### src/rtl/sop_sweep_if.sv
// Output stream of sop_sweep: one beat per visible input combination,
// carrying the combination and its function value under valid/ready.
interface sop_sweep_if #(
  parameter int unsigned N = 3
) ();

  logic         out_valid;
  logic         out_ready;
  logic [N-1:0] out_x;
  logic         out_s;

  modport master (
    output out_valid,
    output out_x,
    output out_s,
    input  out_ready
  );

  modport slave (
    input  out_valid,
    input  out_x,
    input  out_s,
    output out_ready
  );

endinterface

### src/rtl/sop_sweep.sv
// sop_sweep: enumerates every input combination of an N-input truth table in
// ascending order, streaming (combination, value) beats and counting true
// minterms. Optional feature macro: SOP_SWEEP_ONES_CNT_EN builds the ones
// counter; without it ones_cnt is tied to zero.
module sop_sweep #(
  parameter int unsigned N = 3
) (
  input  logic              clk,
  input  logic              rst_n,
  input  logic              start,
  input  logic [(1<<N)-1:0] tt,
  input  logic              only_ones,
  sop_sweep_if.master       out_if,
  output logic              busy,
  output logic              done,
  output logic [N:0]        ones_cnt
);

  localparam logic [N-1:0] IdxLast = '1;

  typedef enum logic [1:0] {StIdle, StRun, StDone} state_e;

  state_e            state_q;
  logic [(1<<N)-1:0] tt_q;
  logic              mode_q;
  logic [N-1:0]      idx_q;
  logic              busy_q;
  logic              done_q;

  logic cur_s;
  logic visible;
  logic advance;
  logic start_acc;

  // Beat decode comes straight from registers so a stalled beat stays put.
  always_comb begin
    cur_s     = tt_q[idx_q];
    visible   = !mode_q || cur_s;
    advance   = (state_q == StRun) && (!visible || out_if.out_ready);
    start_acc = (state_q == StIdle) && start;
  end

  assign out_if.out_valid = (state_q == StRun) && visible;
  assign out_if.out_x     = idx_q;
  assign out_if.out_s     = cur_s;
  assign busy             = busy_q;
  assign done             = done_q;

  // Sweep FSM with registered busy/done flags.
  always_ff @(posedge clk or negedge rst_n) begin
    if (!rst_n) begin
      state_q <= StIdle;
      tt_q    <= '0;
      mode_q  <= 1'b0;
      idx_q   <= '0;
      busy_q  <= 1'b0;
      done_q  <= 1'b0;
    end else begin
      unique case (state_q)
        StIdle: begin
          done_q <= 1'b0;
          if (start) begin
            tt_q    <= tt;
            mode_q  <= only_ones;
            idx_q   <= '0;
            busy_q  <= 1'b1;
            state_q <= StRun;
          end
        end
        StRun: begin
          if (advance) begin
            if (idx_q == IdxLast) begin
              // idx is left at the last combination; the next start clears it.
              busy_q  <= 1'b0;
              done_q  <= 1'b1;
              state_q <= StDone;
            end else begin
              idx_q <= idx_q + N'(1);
            end
          end
        end
        StDone: begin
          done_q  <= 1'b0;
          state_q <= StIdle;
        end
        default: begin
          busy_q  <= 1'b0;
          done_q  <= 1'b0;
          state_q <= StIdle;
        end
      endcase
    end
  end

`ifdef SOP_SWEEP_ONES_CNT_EN
  logic [N:0] ones_q;

  // Count true minterms as they are retired; N+1 bits so 2^N fits.
  always_ff @(posedge clk or negedge rst_n) begin
    if (!rst_n) begin
      ones_q <= '0;
    end else if (start_acc) begin
      ones_q <= '0;
    end else if (advance && cur_s) begin
      ones_q <= ones_q + (N+1)'(1);
    end
  end

  assign ones_cnt = ones_q;
`else
  logic unused_start_acc;
  assign unused_start_acc = start_acc;
  assign ones_cnt         = '0;
`endif

endmodule

### src/flat_wrapper.sv
// flat-port wrapper written by rule: the top's interface ports become plain ports
module sop_sweep_flat 
#(
  parameter int unsigned N = 3
)
  (clk, rst_n, start, tt, only_ones, busy, done, ones_cnt, out_if_out_valid, out_if_out_x, out_if_out_s, out_if_out_ready);
  sop_sweep_if #(.N(N)) out_if_i ();
  input  logic clk;
  input  logic rst_n;
  input  logic start;
  input  logic [(1<<N)-1:0] tt;
  input  logic only_ones;
  output logic busy;
  output logic done;
  output logic [N:0] ones_cnt;
  output wire logic [$bits(out_if_i.out_valid)-1:0] out_if_out_valid;
  output wire logic [$bits(out_if_i.out_x)-1:0] out_if_out_x;
  output wire logic [$bits(out_if_i.out_s)-1:0] out_if_out_s;
  input wire logic [$bits(out_if_i.out_ready)-1:0] out_if_out_ready;
  assign out_if_out_valid = out_if_i.out_valid;
  assign out_if_out_x = out_if_i.out_x;
  assign out_if_out_s = out_if_i.out_s;
  assign out_if_i.out_ready = out_if_out_ready;
  sop_sweep #(.N(N)) u_core (.clk(clk), .rst_n(rst_n), .start(start), .tt(tt), .only_ones(only_ones), .out_if(out_if_i), .busy(busy), .done(done), .ones_cnt(ones_cnt));
endmodule
### config.mk
export PLATFORM = sky130hd
export DESIGN_NAME = sop_sweep_flat
export DESIGN_NICKNAME = d
export VERILOG_FILES = /design/src/rtl/sop_sweep_if.sv /design/src/rtl/sop_sweep.sv /design/src/flat_wrapper.sv
export SDC_FILE = /design/constraint.sdc
export NUM_CORES = 1
export LEC_CHECK = 0
export CAP_MARGIN = 30
export CORE_AREA = 2 2 46 48
export DETAILED_ROUTE_END_ITERATION = 7
export DIE_AREA = 0 0 48 50
export PLACE_DENSITY = 0.82
export RECOVER_POWER = 50
export SLEW_MARGIN = 20
export SYNTH_ARGS = -nofsm -noshare
export SYNTH_HDL_FRONTEND = slang
export SYNTH_SLANG_ARGS = --single-unit
### constraint.sdc
create_clock -name clk -period 2.2 [get_ports clk]
set_clock_uncertainty 0.1 [all_clocks]
set_input_delay 0.55 -clock clk [delete_from_list [all_inputs] [get_ports clk]]
set_output_delay 0.55 -clock clk [all_outputs]
set_load 0.02 [all_outputs]
### Clock wires, drivers and flops, run 1

Drawn at 6 px/um.
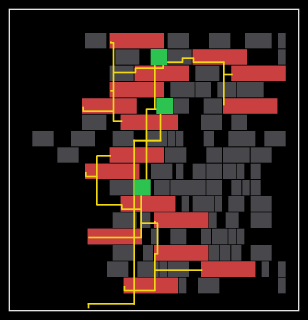
- green: clock-net drivers (count 3)
- red: flip-flops (count 16)
- yellow: clock wires (length 189 um)
- routed clock nets: 4
Clock Power Share: 9.6%
Clock Power: 0.000144 W

### Where the registers sit, run 1

Drawn at 10 px/um. Other sequential cells in the stronger grey, the rest of the logic in the fainter grey.
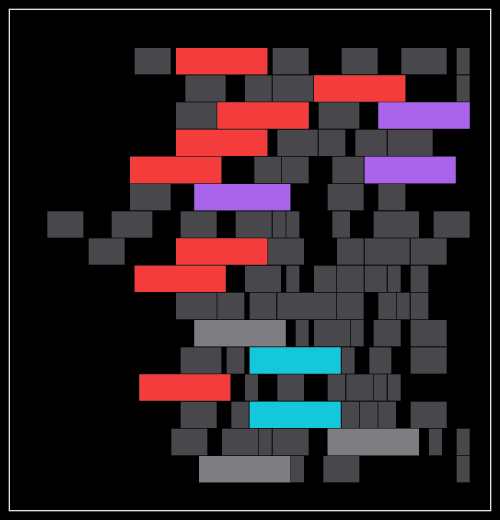
- purple: u_core.out_if.out_x (flops 3)
- red: u_core.tt_q (flops 8)
- cyan: u_core.state_q (flops 2)
- not coloured: 3
Reg area: 402 um^2
flop share of the area: 37.7%
final core occ: 56.0%
Seq power: 0.000553 W

### Routing congestion map, run 1

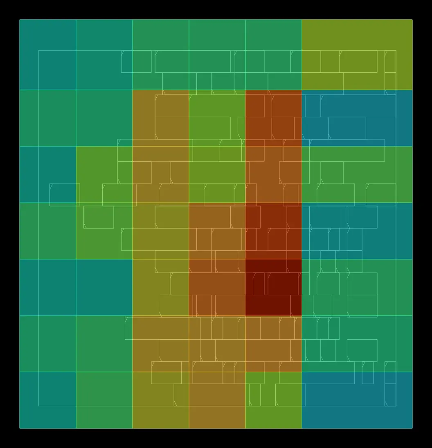
DR WL/cell: 12.5 um
GRT met2 Usage: 25.8%
M1 GR Usage: 18.9%

### A small window of the routed layout, run 1

Region (26, 2) to (46, 22) um. Cells in grey, sequential cells in the stronger grey; small squares are vias.
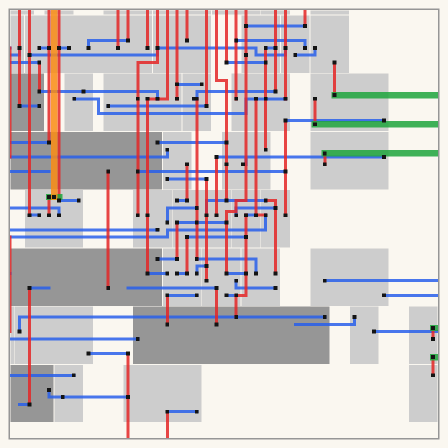
- orange: M4
- green: M3
- red: M2
- blue: M1
- sequential cells in the window: 3
- most frequent: inv_1 (3), clkdlybuf4s50_1 (3), dfrtp_1 (3)
- netlist names of flops here include: u_core.state_q (2), u_core.busy (1)
- cells with their middle in the window: 31

==> out/metrics.cfg, run 1 <==
[status]
outcome=finished clean

[logic_synthesis]
ys.warnings.count=0
yosys-top-cells-area=dfrtp_1 (49%), mux2_2 (13%), mux2i_1 (4.9%)
ys_cells=71
edf_count=0
synth_top_cell_by_area=dfrtp_1

[layout]
layout-drive-gt1-share_pct=22.7
synthToLayoutAreaGrowth_pct=31.5
fin_cells=124
max_flop_register=u_core.tt_q
fill_cells=175
lay_top_count=dfrtp_1
final-comb-area_um2=360

[critical_path]
critPathMaxFanout=5
r2r-end=u_core.out_if.out_x[0]$_DFFE_PN0P_
r2r_slack_ns=0.11

[global_route]
grt-ovfl-total=0

[power_and_ir_drop]
switchingPower_w=0.000578
powerDensity_nw_per_um2=1410

[drt]
vias_per_cell=4.94
drtPass1Iterations=2
detail_route.drc_violations=0

[die]
tapCellCount=27

[cts]
cts_resized=7
clkTransAtPathRegs_ns=0.08

==> run 1: worst max-delay path, stage by stage, from the launching register on <==
cell and delay [ns]:
dfrtp_2 0.43, mux2i_1 0.21, nand3b_1 0.14, a41oi_2 0.24, nor2_1 0.05, buf_2 0.15
==> run 1: through the flow <==
stage	TNS (ns)	power, W
after CTS	0	0.00152
final	0	0.00150
after detailed placement	-0.133	0.00137
after floorplan	0	0.00106
after global placement	-0.0625	0.00134
after global routing	-0.443	0.00163
==> run 1: power by group through the flow <==
stage               logic (W)  registers, W  clock network (W)
CTS                  0.000814      0.000554           0.000151
detailed placement   0.000807      0.000562                  0
floorplan            0.000490      0.000570                  0
global route         0.000891      0.000578           0.000165
global placement     0.000784      0.000551                  0
finish               0.000804      0.000553           0.000144
==> run 2: changes to the inputs <==
CELL_PAD_IN_SITES_DETAIL_PLACEMENT = 1   (was not set)
CELL_PAD_IN_SITES_GLOBAL_PLACEMENT = 1   (was not set)
CORE_AREA = 2 2 52 54   (was 2 2 46 48)
DIE_AREA = 0 0 54 56   (was 0 0 48 50)
PLACE_DENSITY = 0.81   (was 0.82)
### Clock wires, drivers and flops, run 2

Drawn at 4 px/um.
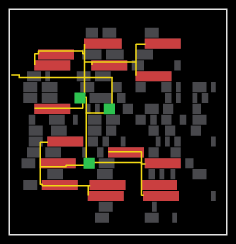
- green: clock-net drivers (count 3)
- red: flip-flops (count 16)
- yellow: clock wires (length 202 um)
- routed clock nets: 4

### Where the registers sit, run 2

Drawn at 8 px/um. Other sequential cells in the stronger grey, the rest of the logic in the fainter grey.
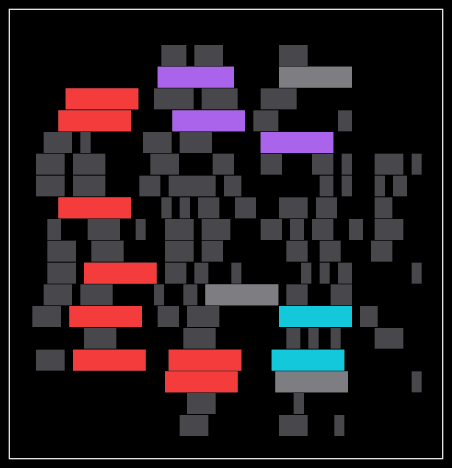
- cyan: u_core.state_q (flops 2)
- red: u_core.tt_q (flops 8)
- purple: u_core.out_if.out_x (flops 3)

### Routing congestion map, run 2

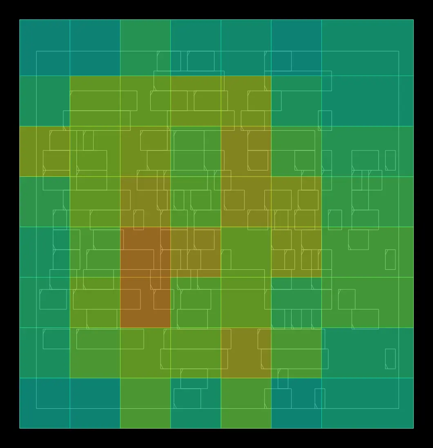
GRT met2 Usage: 20.7%
DR WL/cell: 12.9 um

==> run 2 against run 1 <==
Compared with the run above:
- die size rose by 26%
- setup slack got worse by 0.019 ns
- maximum frequency fell by 0.89%
- count of clock-buffer cells in the layout rose by 1
- register-to-register slack improved by 0.09 ns
- sequential power barely moved
- non-clock buffer count rose by 3
- wire length rose by 8.8%
- first-iteration DRC count fell by 25%
- critical endpoint unchanged
- largest cell class unchanged
==> out/metrics.cfg, run 2 <==
[layout]
fin_cells=131  ; +5.6%
seq_share_pct=36.6  ; -1.1 points
max_flop_register=u_core.tt_q
fill_cells=283  ; +62%

[power_and_ir_drop]
switchingPower_w=0.000605  ; +4.7%
clkPwrFrac_pct=11.7  ; +2.1 points
finalPower_w=0.00162  ; +8.1%
powerDensity_nw_per_um2=1480  ; +4.9%

[critical_path]
r2r-end=u_core.out_if.out_x[0]$_DFFE_PN0P_
critPathMaxFanout=5  ; unchanged
slowest_stage=dfrtp_2
critPathMaxStageDelay_ns=0.44  ; about the same

[logic_synthesis]
edf_count=0  ; unchanged
ys.warnings.count=0  ; unchanged
synth_top_cell_by_area=dfrtp_1

[drt]
vias_per_cell=4.77  ; -3.3%
drtPass1Iterations=4  ; +2

[global_route]
use_met1_pct=14.3  ; -4.6 points
grt-ovfl-total=0  ; unchanged

[cts]
clkTransAtPathRegs_ns=0.09  ; about the same

[status]
outcome=finished clean

-- run 2: worst max-delay path by stage --
stage                                             from               end  slack, ns  depth (start not counted)
floorplan           u_core.out_if.out_x[0]$_DFFE_PN0P_  out_if_out_valid       0.25                          5
global placement    u_core.out_if.out_x[0]$_DFFE_PN0P_  out_if_out_valid      -0.04                          5
detailed placement  u_core.out_if.out_x[0]$_DFFE_PN0P_  out_if_out_valid      -0.10                          5
CTS                 u_core.out_if.out_x[0]$_DFFE_PN0P_  out_if_out_valid     -0.003                          5
global route        u_core.out_if.out_x[0]$_DFFE_PN0P_  out_if_out_valid      -0.09                          5
finish              u_core.out_if.out_x[0]$_DFFE_PN0P_  out_if_out_valid       0.03                          5
-- run 2: repair_timing --
action,CTS,global route
pin swaps,2,2
buffers inserted,2,1
gates resized,8,1
setup endpoints to repair,2,2
No activity file was given, so power comes from the tool's default toggle rates.
